### config.mk
export PLATFORM = sky130hd
export DESIGN_NAME = sigan_multi_flat
export DESIGN_NICKNAME = d
export VERILOG_FILES = /design/src/rtl/sigan_multi_if.sv /design/src/rtl/sigan_multi.sv /design/src/flat_wrapper.sv
export SDC_FILE = /design/constraint.sdc
export NUM_CORES = 1
export LEC_CHECK = 0
export ABC_AREA = 1
export CORE_MARGIN = 2
export CORE_UTILIZATION = 45
export CTS_BUF_LIST = sky130_fd_sc_hd__clkbuf_4 sky130_fd_sc_hd__clkbuf_8
export CTS_CLUSTER_DIAMETER = 60
export CTS_CLUSTER_SIZE = 10
export DETAILED_ROUTE_END_ITERATION = 7
export DONT_BUFFER_PORTS = 1
export GPL_TIMING_DRIVEN = 0
export PLACE_DENSITY = 0.56
export SLEW_MARGIN = 15
export SYNTH_ARGS = -nofsm -noshare
export SYNTH_HDL_FRONTEND = slang
export SYNTH_SLANG_ARGS = --single-unit
### constraint.sdc
create_clock -name clk -period 2.9 [get_ports clk]
set_input_delay 0.58 -clock clk [delete_from_list [all_inputs] [get_ports clk]]
set_output_delay 0.58 -clock clk [all_outputs]
set_load 0.02 [all_outputs]
### src/rtl/sigan_multi_if.sv
// Probe-side bus of the multi-channel signature analyzer: gating/data inputs and latched results.
// The master drives the probe lines and reads results; the slave is the analyzer.
interface sigan_multi_if #(
    parameter int CHANNELS = 1,
    parameter int WIDTH    = 16,
    parameter int COUNT_W  = 20
);
    logic                         arm;
    logic                         continuous;
    logic                         strobe;
    logic                         start;
    logic                         stop;
    logic [CHANNELS-1:0]          data;
    logic [CHANNELS*WIDTH-1:0]    signature;
    logic [CHANNELS-1:0]          unstable;
    logic                         valid;
    logic                         gate;
    logic [COUNT_W-1:0]           bit_count;
    logic                         overflow;

    modport master (
        output arm, continuous, strobe, start, stop, data,
        input  signature, unstable, valid, gate, bit_count, overflow
    );

    modport slave (
        input  arm, continuous, strobe, start, stop, data,
        output signature, unstable, valid, gate, bit_count, overflow
    );
endinterface

### src/rtl/sigan_multi.sv
// Per-channel LFSR signature over a start/stop-gated window of strobed probe bits.
// Results land the cycle after the one-cycle valid pulse; no backpressure, strobes in DONE are dropped.
module sigan_multi #(
    parameter int               CHANNELS   = 1,
    parameter int               WIDTH      = 16,
    parameter logic [WIDTH-1:0] TAPS       = 16'h8940,
    parameter bit               START_RISE = 1'b1,
    parameter bit               STOP_RISE  = 1'b1,
    parameter int               COUNT_W    = 20
) (
    input  logic          clk,
    input  logic          reset,
    sigan_multi_if.slave  bus
);

    typedef enum logic [2:0] {
        IDLE,
        WAIT_START,
        RUN,
        DONE,
        HALT
    } state_t;

    state_t state, state_nx;

    logic start_prev, stop_prev;
    logic start_edge, stop_edge;
    logic shift_en, clear_en, capture_en;

    logic [CHANNELS-1:0][WIDTH-1:0] lfsr;
    logic [CHANNELS-1:0][WIDTH-1:0] lfsr_step;
    logic [CHANNELS-1:0][WIDTH-1:0] sig_r;
    logic [CHANNELS-1:0]            unstable_r;
    logic [COUNT_W-1:0]             cnt;
    logic [COUNT_W-1:0]             bit_count_r;
    logic                           ovf;
    logic                           overflow_r;
    logic                           have_prev;

    // Edges exist only on strobe cycles, measured against the previous strobe's line level.
    always_comb begin
        start_edge = 1'b0;
        stop_edge  = 1'b0;
        if (bus.strobe) begin
            start_edge = START_RISE ? (!start_prev && bus.start) : (start_prev && !bus.start);
            stop_edge  = STOP_RISE  ? (!stop_prev  && bus.stop)  : (stop_prev  && !bus.stop);
        end
    end

    always_ff @(posedge clk or posedge reset) begin
        if (reset) begin
            start_prev <= 1'b0;
            stop_prev  <= 1'b0;
        end else if (bus.strobe) begin
            start_prev <= bus.start;
            stop_prev  <= bus.stop;
        end
    end

    always_comb begin
        for (int i = 0; i < CHANNELS; i++) begin
            lfsr_step[i] = {lfsr[i][WIDTH-2:0], bus.data[i] ^ (^(lfsr[i] & TAPS))};
        end
    end

    always_ff @(posedge clk or posedge reset) begin
        if (reset) begin
            state <= IDLE;
        end else begin
            state <= state_nx;
        end
    end

    always_comb begin
        state_nx   = state;
        shift_en   = 1'b0;
        clear_en   = 1'b0;
        capture_en = 1'b0;
        case (state)
            IDLE: begin
                clear_en = 1'b1;
                if (bus.arm) begin
                    state_nx = WAIT_START;
                end
            end
            WAIT_START: begin
                // A stop edge coinciding with the start edge is deliberately ignored.
                if (start_edge) begin
                    shift_en = 1'b1;
                    state_nx = RUN;
                end
            end
            RUN: begin
                if (stop_edge) begin
                    state_nx = DONE;
                end else if (bus.strobe) begin
                    shift_en = 1'b1;
                end
            end
            DONE: begin
                capture_en = 1'b1;
                clear_en   = 1'b1;
                state_nx   = bus.continuous ? WAIT_START : HALT;
            end
            HALT: begin
                state_nx = HALT;
            end
            default: begin
                clear_en = 1'b1;
                state_nx = IDLE;
            end
        endcase
        if (!bus.arm) begin
            shift_en = 1'b0;
            state_nx = IDLE;
        end
    end

    // Window accumulators; the counter pins at all-ones and remembers that it did.
    always_ff @(posedge clk or posedge reset) begin
        if (reset) begin
            lfsr <= '0;
            cnt  <= '0;
            ovf  <= 1'b0;
        end else if (clear_en) begin
            lfsr <= '0;
            cnt  <= '0;
            ovf  <= 1'b0;
        end else if (shift_en) begin
            lfsr <= lfsr_step;
            if (&cnt) begin
                ovf <= 1'b1;
            end else begin
                cnt <= cnt + COUNT_W'(1);
            end
        end
    end

    always_ff @(posedge clk or posedge reset) begin
        if (reset) begin
            sig_r       <= '0;
            unstable_r  <= '0;
            bit_count_r <= '0;
            overflow_r  <= 1'b0;
            have_prev   <= 1'b0;
        end else begin
            if (state == IDLE) begin
                have_prev <= 1'b0;
            end
            if (capture_en) begin
                sig_r       <= lfsr;
                bit_count_r <= cnt;
                overflow_r  <= ovf;
                have_prev   <= 1'b1;
                for (int i = 0; i < CHANNELS; i++) begin
                    unstable_r[i] <= have_prev && (lfsr[i] != sig_r[i]);
                end
            end
        end
    end

    assign bus.signature = sig_r;
    assign bus.unstable  = unstable_r;
    assign bus.bit_count = bit_count_r;
    assign bus.overflow  = overflow_r;
    assign bus.gate      = (state == RUN);
    assign bus.valid     = (state == DONE);

endmodule

### src/flat_wrapper.sv
// flat-port wrapper written by rule: the top's interface ports become plain ports
module sigan_multi_flat 
#(
    parameter int               CHANNELS   = 1,
    parameter int               WIDTH      = 16,
    parameter logic [WIDTH-1:0] TAPS       = 16'h8940,
    parameter bit               START_RISE = 1'b1,
    parameter bit               STOP_RISE  = 1'b1,
    parameter int               COUNT_W    = 20
)
  (clk, reset, bus_arm, bus_continuous, bus_strobe, bus_start, bus_stop, bus_data, bus_signature, bus_unstable, bus_valid, bus_gate, bus_bit_count, bus_overflow);
  sigan_multi_if #(.CHANNELS(CHANNELS), .WIDTH(WIDTH), .COUNT_W(COUNT_W)) bus_i ();
  input  logic clk;
  input  logic reset;
  input wire logic [$bits(bus_i.arm)-1:0] bus_arm;
  input wire logic [$bits(bus_i.continuous)-1:0] bus_continuous;
  input wire logic [$bits(bus_i.strobe)-1:0] bus_strobe;
  input wire logic [$bits(bus_i.start)-1:0] bus_start;
  input wire logic [$bits(bus_i.stop)-1:0] bus_stop;
  input wire logic [$bits(bus_i.data)-1:0] bus_data;
  output wire logic [$bits(bus_i.signature)-1:0] bus_signature;
  output wire logic [$bits(bus_i.unstable)-1:0] bus_unstable;
  output wire logic [$bits(bus_i.valid)-1:0] bus_valid;
  output wire logic [$bits(bus_i.gate)-1:0] bus_gate;
  output wire logic [$bits(bus_i.bit_count)-1:0] bus_bit_count;
  output wire logic [$bits(bus_i.overflow)-1:0] bus_overflow;
  assign bus_i.arm = bus_arm;
  assign bus_i.continuous = bus_continuous;
  assign bus_i.strobe = bus_strobe;
  assign bus_i.start = bus_start;
  assign bus_i.stop = bus_stop;
  assign bus_i.data = bus_data;
  assign bus_signature = bus_i.signature;
  assign bus_unstable = bus_i.unstable;
  assign bus_valid = bus_i.valid;
  assign bus_gate = bus_i.gate;
  assign bus_bit_count = bus_i.bit_count;
  assign bus_overflow = bus_i.overflow;
  sigan_multi #(.CHANNELS(CHANNELS), .WIDTH(WIDTH), .TAPS(TAPS), .START_RISE(START_RISE), .STOP_RISE(STOP_RISE), .COUNT_W(COUNT_W)) u_core (.clk(clk), .reset(reset), .bus(bus_i));
endmodule
**Placed cells, one color a class**

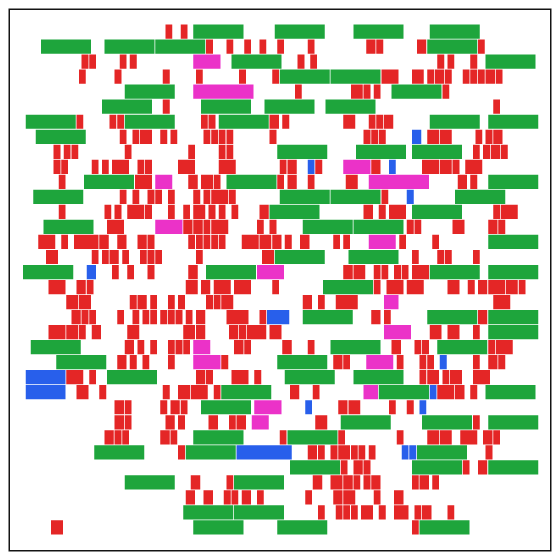
| class | color | cells | share of their area |
|---|---|---|---|
| sequential cells | green | 81 | 48% |
| clock drivers and dummy loads | magenta | 16 | 5.3% |
| remaining buffers and delay cells | blue | 15 | 2.9% |
| combinational and other logic | red | 388 | 44% |
final design utilization: 50.3%
Seq area share: 46.6%

**Sequential cells grouped by signal name**

Bar = 20 um. Other sequential cells in the stronger gray, the rest of the logic in the fainter gray.
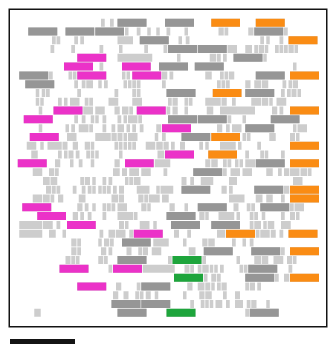
| netlist name | color | flops |
|---|---|---|
| u_core.bus.signature | orange | 16 |
| u_core.cnt | magenta | 20 |
| u_core.state | green | 3 |

==> impl_metrics.csv <==
group,metric,value,unit
floorplanning,fp.coreArea,8640,sq um
drt,firstDrtPassIters,4,
critical_path,rr_worst_depth,11,
global_routing,grt_max_degree,60,
global_routing,gr-total-overflow,0,
power,p_per_area,597,nW/um^2
logic_synthesis,synth_cell_types,27,
drt,routedWlPerCell,14.4,um
final_layout,logic_area,1640,sq um
logic_synthesis,ys_seq_share,51.2,%
logic_synthesis,ys_sh_adder,0.316,%
logic_synthesis,ys_sh_simple,26.2,%
final_layout,clock_buffers,9,
clock_network,cts_max_level,3,
sta,hold_viol,0,
logic_synthesis,synthMuxAreaShare,0,%
critical_path,startpoint,"u_core.state[2]$_DFFE_PP0P_",
critical_path,cp_slowest_cell,"clkbuf_1",
final_layout,dominant_cells,"flip-flops and latches",
power,leakage,2.00,nW
logic_synthesis,top_area_share,51.2,%
logic_synthesis,yosysCellCount,483,
final_layout,layout-drive-gt1-share,10.6,%
final_layout,final_common_cell,"nand2_1",
floorplanning,die_width,97.8,um
sta,rsz0062_at_grt,"false",
floorplanning,tap_cells,108,
status,status,"completed",
placed_design,portBuffers,0,
drt,ant_nets,0,
critical_path,end_kind,"primary output",
global_routing,grt_pass1_wl,15300,um
logic_synthesis,topCombFamilyByArea,"simple AND/OR/NAND/NOR gates",
logic_synthesis,ys.flops,81,
sta,period_minus_slack,2.52,ns
logic_synthesis,synth_nets,492,
logic_synthesis,ys_top_cells_by_area,"dfrtp_1 51%, nand2_1 14%, o21ai_0 4.7%, inv_1 4.5%, nor2_1 3.7%",
drt,vias,3029,
sta,slew_violations,0,
final_layout,inv_count,52,
critical_path,cp-start-kind,"flip-flop",
final_layout,lay_top_cells,"150 x nand2_1, 81 x dfrtp_1, 46 x inv_1, 39 x nor2_1, 37 x o21ai_0",
logic_synthesis,syn_inst,483,
floorplanning,io_pins,48,
**Clock network drawn from the DEF**

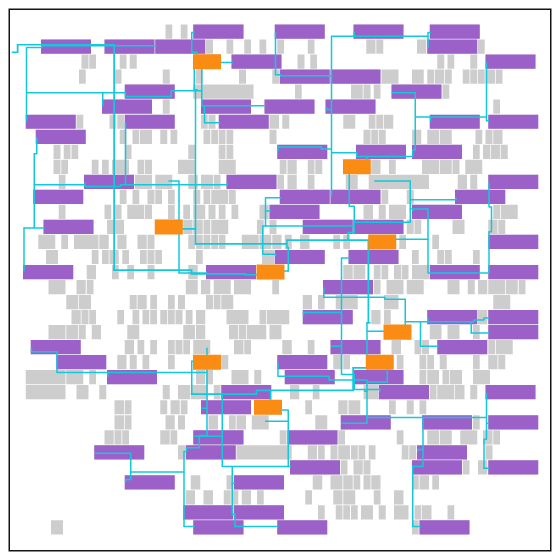
[clock wires] cyan | length: 1,090 um
[clock drivers] orange | count: 9
[flip-flops] purple | count: 81
routed clock nets: 10
clock network power: 942 uW
Clk network pwr share: 36.3%
Clock Skew: 0.0168 ns
clk latency late pin: 0.36 ns

layer usage:
| layer | track usage (%) | wire length, um | vias up |
|---|---|---|---|
| met4 | 6.73 | 141 | 0 |
| met2 | 34.2 | 4350 | 41 |
| met3 | 5.01 | 317 | 11 |
| met1 | 25.2 | 3950 | 1422 |
| met5 | 0 | 0 | - |
| li1 | - | - | 1555 |
stage by stage:
step                setup WS, ns  hold slack (ns)
floorplan                  0.240            0.449
global placement          -0.739            0.476
detailed placement         0.722            0.448
CTS                        0.333           0.0572
global route               0.179           0.0548
finish                     0.380           0.0542
synth_stat cells, drive strengths merged:
library cell and number:
nand4 7, xnor2 10, a21boi 1, dfrtp 81, nor3 4, o21ai 44, inv 51, a21oi 5
nand2 163, nor2 42, clkbuf 9, clkinv 1, ha 1, nand3 27, buf 5, xor2 14
or2 2, o22ai 16
Power is estimated from default activity; no workload was simulated.
